File: src/rtl/alu_pkg.sv
// Shared definitions for the ALU issue path.
//  - ALU op codes, shared with the ALU itself.
//  - RV32I major opcodes and funct7 values decoded by the operand stage.
//  - Operand bundle width: {alu_op, src1, src2, rd, illegal}.
package alu_pkg;

    localparam int unsigned ALU_XLEN  = 32;
    localparam int unsigned ALU_RF_AW = 5;

    localparam logic [3:0] ALU_ADD  = 4'd0;
    localparam logic [3:0] ALU_SUB  = 4'd1;
    localparam logic [3:0] ALU_XOR  = 4'd2;
    localparam logic [3:0] ALU_OR   = 4'd3;
    localparam logic [3:0] ALU_AND  = 4'd4;
    localparam logic [3:0] ALU_SLL  = 4'd5;
    localparam logic [3:0] ALU_SRL  = 4'd6;
    localparam logic [3:0] ALU_SRA  = 4'd7;
    localparam logic [3:0] ALU_SLT  = 4'd8;
    localparam logic [3:0] ALU_SLTU = 4'd9;

    localparam logic [6:0] OPC_OP    = 7'b0110011;
    localparam logic [6:0] OPC_OPIMM = 7'b0010011;
    localparam logic [6:0] OPC_LUI   = 7'b0110111;

    localparam logic [6:0] F7_BASE = 7'b0000000;
    localparam logic [6:0] F7_ALT  = 7'b0100000;

    function automatic int unsigned bundle_w(int unsigned xlen, int unsigned aw);
        return 4 + 2 * xlen + aw + 1;
    endfunction

    localparam int unsigned ALU_BUNDLE_W = 4 + 2 * ALU_XLEN + ALU_RF_AW + 1;

endpackage

File: src/rtl/alu_skid_buf.sv
// Two-entry valid/ready skid buffer with synchronous flush.
//  - Main entry drives the output; the skid entry catches one input while main is stalled.
//  - in_ready_o is registered (low only while the skid entry is occupied).
// Ports:
//  clk_i, rst_ni             clock, async active-low reset
//  flush_i                   drop both entries and any input this cycle
//  in_valid_i/in_ready_o     upstream handshake, in_data_i payload
//  out_valid_o/out_ready_i   downstream handshake, out_data_o payload
module alu_skid_buf #(
    parameter int unsigned Width = 8
) (
    input  logic             clk_i,
    input  logic             rst_ni,
    input  logic             flush_i,
    input  logic             in_valid_i,
    output logic             in_ready_o,
    input  logic [Width-1:0] in_data_i,
    output logic             out_valid_o,
    input  logic             out_ready_i,
    output logic [Width-1:0] out_data_o
);

    logic             main_valid_q, main_valid_d;
    logic             skid_valid_q, skid_valid_d;
    logic [Width-1:0] main_q, main_d;
    logic [Width-1:0] skid_q, skid_d;
    logic             in_acc;
    logic             out_xfer;

    assign in_ready_o  = ~skid_valid_q;
    assign out_valid_o = main_valid_q;
    assign out_data_o  = main_q;

    assign in_acc   = in_valid_i & ~skid_valid_q;
    assign out_xfer = main_valid_q & out_ready_i;

    always_comb begin
        main_valid_d = main_valid_q;
        skid_valid_d = skid_valid_q;
        main_d       = main_q;
        skid_d       = skid_q;
        if (flush_i) begin
            main_valid_d = 1'b0;
            skid_valid_d = 1'b0;
        end else if (!main_valid_q || out_xfer) begin
            // Main is free at this edge: skid (older) wins; skid full implies no accept.
            if (skid_valid_q) begin
                main_d       = skid_q;
                main_valid_d = 1'b1;
                skid_valid_d = 1'b0;
            end else begin
                main_valid_d = in_acc;
                if (in_acc) begin
                    main_d = in_data_i;
                end
            end
        end else if (in_acc) begin
            skid_d       = in_data_i;
            skid_valid_d = 1'b1;
        end
    end

    always_ff @(posedge clk_i or negedge rst_ni) begin
        if (!rst_ni) begin
            main_valid_q <= 1'b0;
            skid_valid_q <= 1'b0;
            main_q       <= '0;
            skid_q       <= '0;
        end else begin
            main_valid_q <= main_valid_d;
            skid_valid_q <= skid_valid_d;
            main_q       <= main_d;
            skid_q       <= skid_d;
        end
    end

endmodule

File: src/rtl/alu_operand_stage.sv
// Issue stage in front of the ALU.
//  - Decodes RV32I OP / OP-IMM / LUI into an ALU op and two operands.
//  - Forwards EX then WB results over register-file data; x0 always reads as zero.
//  - Registers the bundle through a 2-entry skid buffer (1-cycle latency, full throughput).
// Ports:
//  clk_i, rst_ni, flush_i                 clock, async active-low reset, sync flush
//  in_valid_i/in_ready_o, instr_i         upstream handshake and instruction word
//  rs1_data_i, rs2_data_i                 register-file reads for instr_i rs1/rs2
//  ex_fwd_*_i, wb_fwd_*_i                 forwarding sources (enable, rd, data)
//  out_valid_o/out_ready_i                ALU-side handshake
//  alu_op_o, src1_o, src2_o, rd_o         operand bundle
//  illegal_o                              instruction not handled by this stage
module alu_operand_stage
    import alu_pkg::*;
#(
    parameter int unsigned XLEN  = 32,
    parameter int unsigned RF_AW = 5
) (
    input  logic             clk_i,
    input  logic             rst_ni,
    input  logic             flush_i,
    input  logic             in_valid_i,
    output logic             in_ready_o,
    input  logic [31:0]      instr_i,
    input  logic [XLEN-1:0]  rs1_data_i,
    input  logic [XLEN-1:0]  rs2_data_i,
    input  logic             ex_fwd_en_i,
    input  logic [RF_AW-1:0] ex_fwd_rd_i,
    input  logic [XLEN-1:0]  ex_fwd_data_i,
    input  logic             wb_fwd_en_i,
    input  logic [RF_AW-1:0] wb_fwd_rd_i,
    input  logic [XLEN-1:0]  wb_fwd_data_i,
    output logic             out_valid_o,
    input  logic             out_ready_i,
    output logic [3:0]       alu_op_o,
    output logic [XLEN-1:0]  src1_o,
    output logic [XLEN-1:0]  src2_o,
    output logic [RF_AW-1:0] rd_o,
    output logic             illegal_o
);

    localparam int unsigned BundleW = bundle_w(XLEN, RF_AW);

    logic [6:0]       opcode;
    logic [2:0]       funct3;
    logic [6:0]       funct7;
    logic [RF_AW-1:0] rs1_addr, rs2_addr, rd_addr;
    logic [XLEN-1:0]  fwd1, fwd2;
    logic [XLEN-1:0]  imm_i, shamt, imm_u;
    logic [31:0]      lui_word;
    logic             is_imm;

    logic [3:0]       dec_op;
    logic [XLEN-1:0]  dec_src1, dec_src2;
    logic [RF_AW-1:0] dec_rd;
    logic             dec_legal;

    logic [BundleW-1:0] in_bundle, out_bundle;

    assign opcode   = instr_i[6:0];
    assign rd_addr  = instr_i[11:7];
    assign funct3   = instr_i[14:12];
    assign rs1_addr = instr_i[19:15];
    assign rs2_addr = instr_i[24:20];
    assign funct7   = instr_i[31:25];
    assign is_imm   = (opcode == OPC_OPIMM);

    assign imm_i    = {{(XLEN-12){instr_i[31]}}, instr_i[31:20]};
    assign shamt    = {{(XLEN-5){1'b0}}, instr_i[24:20]};
    assign lui_word = {instr_i[31:12], 12'b0};
    assign imm_u    = XLEN'(lui_word);

    function automatic logic [XLEN-1:0] fwd_sel(
        input logic [RF_AW-1:0] rs,
        input logic [XLEN-1:0]  rf_data
    );
        if (rs == '0) begin
            return '0;
        end else if (ex_fwd_en_i && ex_fwd_rd_i == rs) begin
            return ex_fwd_data_i;
        end else if (wb_fwd_en_i && wb_fwd_rd_i == rs) begin
            return wb_fwd_data_i;
        end
        return rf_data;
    endfunction

    assign fwd1 = fwd_sel(rs1_addr, rs1_data_i);
    assign fwd2 = fwd_sel(rs2_addr, rs2_data_i);

    always_comb begin
        dec_op    = ALU_ADD;
        dec_src1  = fwd1;
        dec_src2  = is_imm ? imm_i : fwd2;
        dec_rd    = rd_addr;
        dec_legal = 1'b1;
        case (opcode)
            OPC_LUI: begin
                dec_src1 = '0;
                dec_src2 = imm_u;
            end
            OPC_OP, OPC_OPIMM: begin
                case (funct3)
                    3'b000: begin
                        // OP-IMM has no SUB; bits [31:25] are immediate there.
                        if (is_imm || funct7 == F7_BASE) begin
                            dec_op = ALU_ADD;
                        end else if (funct7 == F7_ALT) begin
                            dec_op = ALU_SUB;
                        end else begin
                            dec_legal = 1'b0;
                        end
                    end
                    3'b001: begin
                        dec_op = ALU_SLL;
                        if (funct7 != F7_BASE) dec_legal = 1'b0;
                        if (is_imm) dec_src2 = shamt;
                    end
                    3'b010: dec_op = ALU_SLT;
                    3'b011: dec_op = ALU_SLTU;
                    3'b100: dec_op = ALU_XOR;
                    3'b101: begin
                        if (funct7 == F7_BASE) begin
                            dec_op = ALU_SRL;
                        end else if (funct7 == F7_ALT) begin
                            dec_op = ALU_SRA;
                        end else begin
                            dec_legal = 1'b0;
                        end
                        if (is_imm) dec_src2 = shamt;
                    end
                    3'b110: dec_op = ALU_OR;
                    3'b111: dec_op = ALU_AND;
                endcase
            end
            default: dec_legal = 1'b0;
        endcase
        if (!dec_legal) begin
            dec_op   = ALU_ADD;
            dec_src1 = '0;
            dec_src2 = '0;
            dec_rd   = '0;
        end
    end

    assign in_bundle = {dec_op, dec_src1, dec_src2, dec_rd, ~dec_legal};

    alu_skid_buf #(
        .Width (BundleW)
    ) u_skid (
        .clk_i       (clk_i),
        .rst_ni      (rst_ni),
        .flush_i     (flush_i),
        .in_valid_i  (in_valid_i),
        .in_ready_o  (in_ready_o),
        .in_data_i   (in_bundle),
        .out_valid_o (out_valid_o),
        .out_ready_i (out_ready_i),
        .out_data_o  (out_bundle)
    );

    assign {alu_op_o, src1_o, src2_o, rd_o, illegal_o} = out_bundle;

endmodule
File: config.mk
export PLATFORM = sky130hd
export DESIGN_NAME = alu_operand_stage
export DESIGN_NICKNAME = d
export VERILOG_FILES = /design/src/rtl/alu_pkg.sv /design/src/rtl/alu_skid_buf.sv /design/src/rtl/alu_operand_stage.sv
export SDC_FILE = /design/constraint.sdc
export NUM_CORES = 1
export LEC_CHECK = 0
export ABC_AREA = 1
export CAP_MARGIN = 10
export CORE_ASPECT_RATIO = 1.75
export CORE_MARGIN = 5
export CORE_UTILIZATION = 55
export CTS_CLUSTER_SIZE = 12
export DETAILED_ROUTE_END_ITERATION = 16
export PLACE_DENSITY = 0.88
export RECOVER_POWER = 25
export SETUP_SLACK_MARGIN = 0.15
export SLEW_MARGIN = 10
export SYNTH_ARGS = -nofsm -noshare
export SYNTH_HDL_FRONTEND = slang
export SYNTH_HIERARCHICAL = 1
export SYNTH_SLANG_ARGS = --single-unit
File: constraint.sdc
create_clock -name clk_i -period 3.39 [get_ports clk_i]
set_clock_uncertainty 0.2 [all_clocks]
set_input_delay 0.678 -clock clk_i [delete_from_list [all_inputs] [get_ports clk_i]]
set_output_delay 0.678 -clock clk_i [all_outputs]
set_load 0.01 [all_outputs]
Figure 1. Cell classes on the final placement.
Scale: 3 px per um. Fill, decap, tap and diode cells in gray.
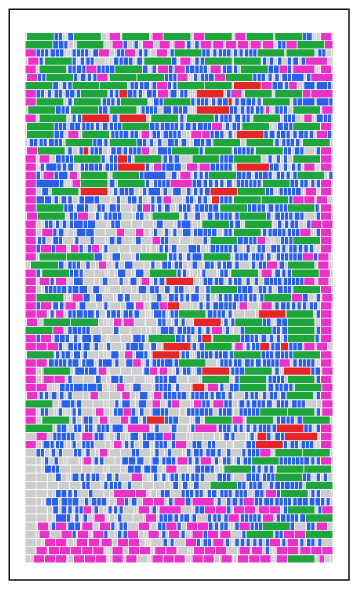
legend:
  magenta:
    class: other buffers and delay cells
    cells: 313
    share_of_their_area: 23%
  green:
    class: flops
    cells: 150
    share_of_their_area: 28%
  red:
    class: clock drivers and dummy loads
    cells: 32
    share_of_their_area: 4.6%
  blue:
    class: combinational and other logic
    cells: 1,378
    share_of_their_area: 44%

Figure 2. Close-up of the layout.
Region (75, 132) to (95, 152) um. Cells in gray, sequential cells in the stronger gray; small squares are vias.
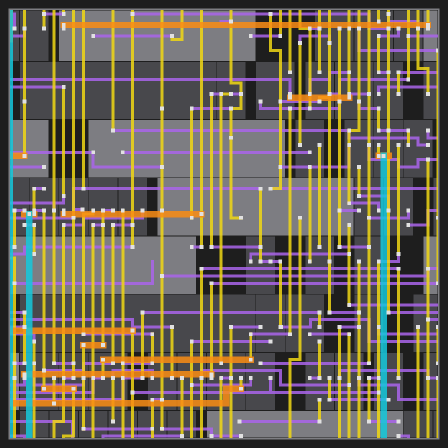
legend:
  yellow:
    layer: metal 2
  purple:
    layer: metal 1
  orange:
    layer: metal 3
  cyan:
    layer: metal 4
sequential cells in the window: 4
most frequent: nand2_1 (23), nor2_1 (8), nand3_1 (8)
netlist names of flops here include: `u_skid/out_data_o` (2), `u_skid/skid_q` (2)
cells with their middle in the window: 45

Figure 3. Track usage over the die.
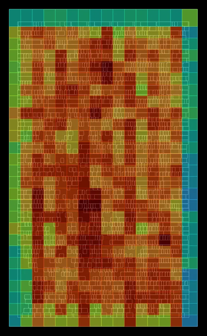
global routing usage on met1: 42.15%
post-DR wirelength/cell: 19.84 um
fraction of the core area covered by cells at the end of the flow: 75.36%
total global routing track utilization: 38.91%
GRT met2 Usage: 66.96%

Figure 4. Power grid.
Scale: 2 px per um. Pins as bars on the die edge.
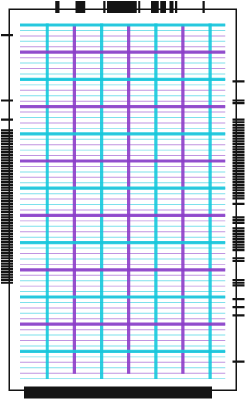
legend:
  cyan:
    net: VSS
  purple:
    net: VDD
met1 rails: 66
rows: 65
met4 straps: 7
met5 straps: 13
signal pins: 253

Figure 5. Clock network drawn from the DEF.
Scale: 4 px per um.
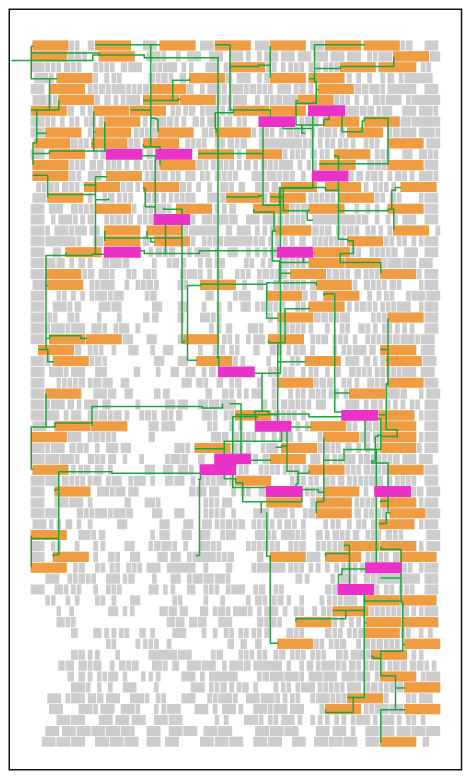
legend:
  green:
    item: clock wires
    length: 2,060 um
  magenta:
    item: clock drivers
    count: 17
  orange:
    item: flip-flops
    count: 150
routed clock nets: 18

[through the flow]
| step | TNS (ps) | power (mW) | instances |
|---|---|---|---|
| 6_report | 0 | 4.668 | 2109 |
| 5_1_grt | 0 | 4.815 | 2109 |
| 4_1_cts | 0 | 4.656 | 2107 |
| 3_5_place_dp | -211.5 | 2.642 | 2074 |
| 3_3_place_gp | -7.539 | 2.635 | 2074 |
| 2_1_floorplan | 0 | 2.185 | 1635 |
[repair_timing]
action	CTS	global route
hold endpoints to repair	33	0
hold buffers	1	0
setup endpoints to repair	0	0
[flip-flops by register name, indices dropped and copies added, names as in the netlist]
| signal | count |
|---|---|
| u_skid/out_data_o | 74 |
| u_skid/skid_q | 74 |
| u_skid/out_valid_o | 1 |
| u_skid/skid_valid_q | 1 |
==> results.rst <==
Synthesis and place-and-route
=============================

.. list-table::
   :header-rows: 1

   * - Metric
     - Value
   * - Area fraction of clock buffers and clock inverters
     - 4.540%
   * - Simple-gate share of the synthesized area
     - 45.24%
   * - Post-route worst setup slack
     - 368.0 ps
   * - Sum of routed wire segments on met1
     - 13,800 um
   * - Total clock buffers created by CTS
     - 17
   * - Amount of wire on met3 after detailed routing
     - 3602 um
   * - Cell with the biggest individual delay on the critical path
     - sky130_fd_sc_hd__a21oi_1
   * - Non-clock buffer share of cell area
     - 22.67%
   * - Syn Inst Count
     - 1,635
   * - Tally of OpenROAD warnings
     - 26
   * - Power of the sequential group
     - 1.82 mW
   * - Main combinational cell family by area after synthesis
     - simple AND/OR/NAND/NOR gates
   * - Average vias per placed instance
     - 5.795
   * - Total standard cell area after synthesis
     - 10,150 um^2
   * - CTS-repair resized insts
     - 0
   * - Worst Hold End
     - u_skid/skid_q[37]
   * - Num tapcells
     - 234
   * - Largest fanout on the critical path
     - 17
   * - Longest individual stage delay on the worst path
     - 480 ps
   * - Arrival time at the worst endpoint
     - 3190 ps
   * - Combinational cell power
     - 0.803 mW
   * - Unrepaired setup endpoints after global routing
     - no
   * - First-pass GRT wire length
     - 64,900 um
   * - Cell-internal power
     - 3.336 mW
   * - Kind of start point of the critical path
     - primary input
   * - Largest net degree at the start of global routing
     - 77
   * - Buf+Inv Stages, Crit Path
     - 3
   * - # Cells Yosys
     - 1,635
   * - Number of antenna violations at the first check in global routing
     - 2
   * - Combinational share of cell area
     - 39.56%
   * - Flip-flop and latch count
     - 150
   * - Final design instance area without fill
     - 13,670 um^2
   * - Chip area
     - 21,390 um^2
   * - Area of placed instances
     - 13,060 um^2
   * - Most instantiated logic cells after routing
     - sky130_fd_sc_hd__nand2_1 (704), sky130_fd_sc_hd__clkdlybuf4s50_1 (251), sky130_fd_sc_hd__nor2_1 (190)
   * - Capture point of the critical path
     - u_skid/out_data_o[21]
   * - Die width
     - 112.7 um
   * - Post-CTS repair timing setup buffer count
     - 0
   * - Post-synth top cells
     - sky130_fd_sc_hd__nand2_1 (705), sky130_fd_sc_hd__nor2_1 (192), sky130_fd_sc_hd__nand3_1 (186), sky130_fd_sc_hd__dfrtp_1 (150), sky130_fd_sc_hd__inv_1 (122)
   * - Adder-Cell Fraction of Synth Area
     - 0%
   * - Critical path origin
     - instr_i[4]
   * - Vias in the first global route
     - 12,190
   * - Fraction of the yosys area taken by sequential cells
     - 36.96%
   * - Flop area
     - 3755 um^2
   * - Area growth from synthesis to final layout
     - 34.60%
   * - Std-Cell Rows
     - 65
   * - Avg Synthesized Cell Area
     - 6.211 um^2
   * - # setup viols final
     - 0
   * - Clock buffer instance count of the final layout
     - 18
   * - Cell variety after synth
     - 35
   * - Part of the power in the clock network
     - 43.8%
   * - Worst Setup End Kind
     - flip-flop
   * - Biggest cell category by area in the final layout
     - combinational gates
   * - Classification of the worst setup path
     - primary input to flip-flop
   * - EDFF count, synth
     - 0
   * - Amount of wire on met2 after detailed routing
     - 20,630 um
   * - H-tree level count
     - 4
   * - Setup Slack @ Placement
     - -47.02 ps
   * - Comb pwr share
     - 17.2%
   * - #MultiIn Comb
     - 1,248
   * - Final Wtd Congestion
     - 1.004
   * - Sw power
     - 1.333 mW
   * - Clock tree from TritonCTS
     - built
   * - # DRC
     - 0
   * - Seq cells post-synth
     - 150
   * - Area leader, netlist
     - sky130_fd_sc_hd__dfrtp_1
   * - Nets
     - 2,037
   * - Top power group
     - the clock network
   * - Fraction of power spent switching nets
     - 28.55%
   * - Fraction of met3 tracks used by global routing
     - 6.843%
   * - Proportion of synthesized area in mux cells
     - 0%
   * - Most heavily used metal layer in global routing
     - met2
   * - Clk pwr
     - 2.04 mW
   * - Worst Reg-to-Reg Cells
     - 6
   * - Yosys top cell area share
     - 36.96%
   * - Area of the multi-input gates
     - 5408 um^2
   * - Final worst path period need
     - 3022 ps
   * - Part of the cycle the worst path needs
     - 89.14%
   * - Root buffer cell
     - sky130_fd_sc_hd__clkbuf_16
   * - Count of synthesis-stage warnings from yosys
     - 6
   * - Number of slew-limit violations in the final report
     - 0
   * - Cell depth of the worst min-delay path
     - 2
   * - VDD IR-drop max
     - 0.3487 mV
   * - Number of DRC markers after the initial detailed-route iteration
     - 1,430
   * - Placeable core region
     - 18,140 um^2
   * - Vert. Die Dim
     - 189.8 um
   * - Effective utilization at floorplan
     - 55.99%
   * - AND-OR/OR-AND share of the synthesized area
     - 7.639%
   * - Count of pins on the block boundary
     - 253
   * - Delay-heaviest family, CP
     - simple AND/OR/NAND/NOR gates
   * - Hold violation count in the final report
     - 0
   * - FILL cells
     - 1,428
   * - Max capacitance violation total
     - 0
   * - Cell occurring most often along the worst timing path
     - sky130_fd_sc_hd__nand2_1
   * - Most common cell after layout, fill and taps aside
     - sky130_fd_sc_hd__nand2_1
   * - Slew at the pin closest to its max-slew limit
     - 1199 ps
   * - Crit. path cell count
     - 16
   * - Status
     - finished clean
   * - Net Count, Synth
     - 1,812
   * - Share of post-route cells with drive strength above 1
     - 7.048%
   * - End of the worst register-to-register path
     - u_skid/out_data_o[56]
   * - Register-to-register path setup slack
     - 910 ps
   * - Worst hold slack
     - 275.3 ps
   * - Yosys synthesis chip area
     - 10,150 um^2
   * - Maximum number of buffers from clock root to sink
     - 2
   * - Buffers excl. clock
     - 313
   * - Biggest area contributors in the synthesized netlist
     - sky130_fd_sc_hd__dfrtp_1 (37%), sky130_fd_sc_hd__nand2_1 (26%), sky130_fd_sc_hd__nand3_1 (9.2%)
Power and IR drop assume default switching activity.
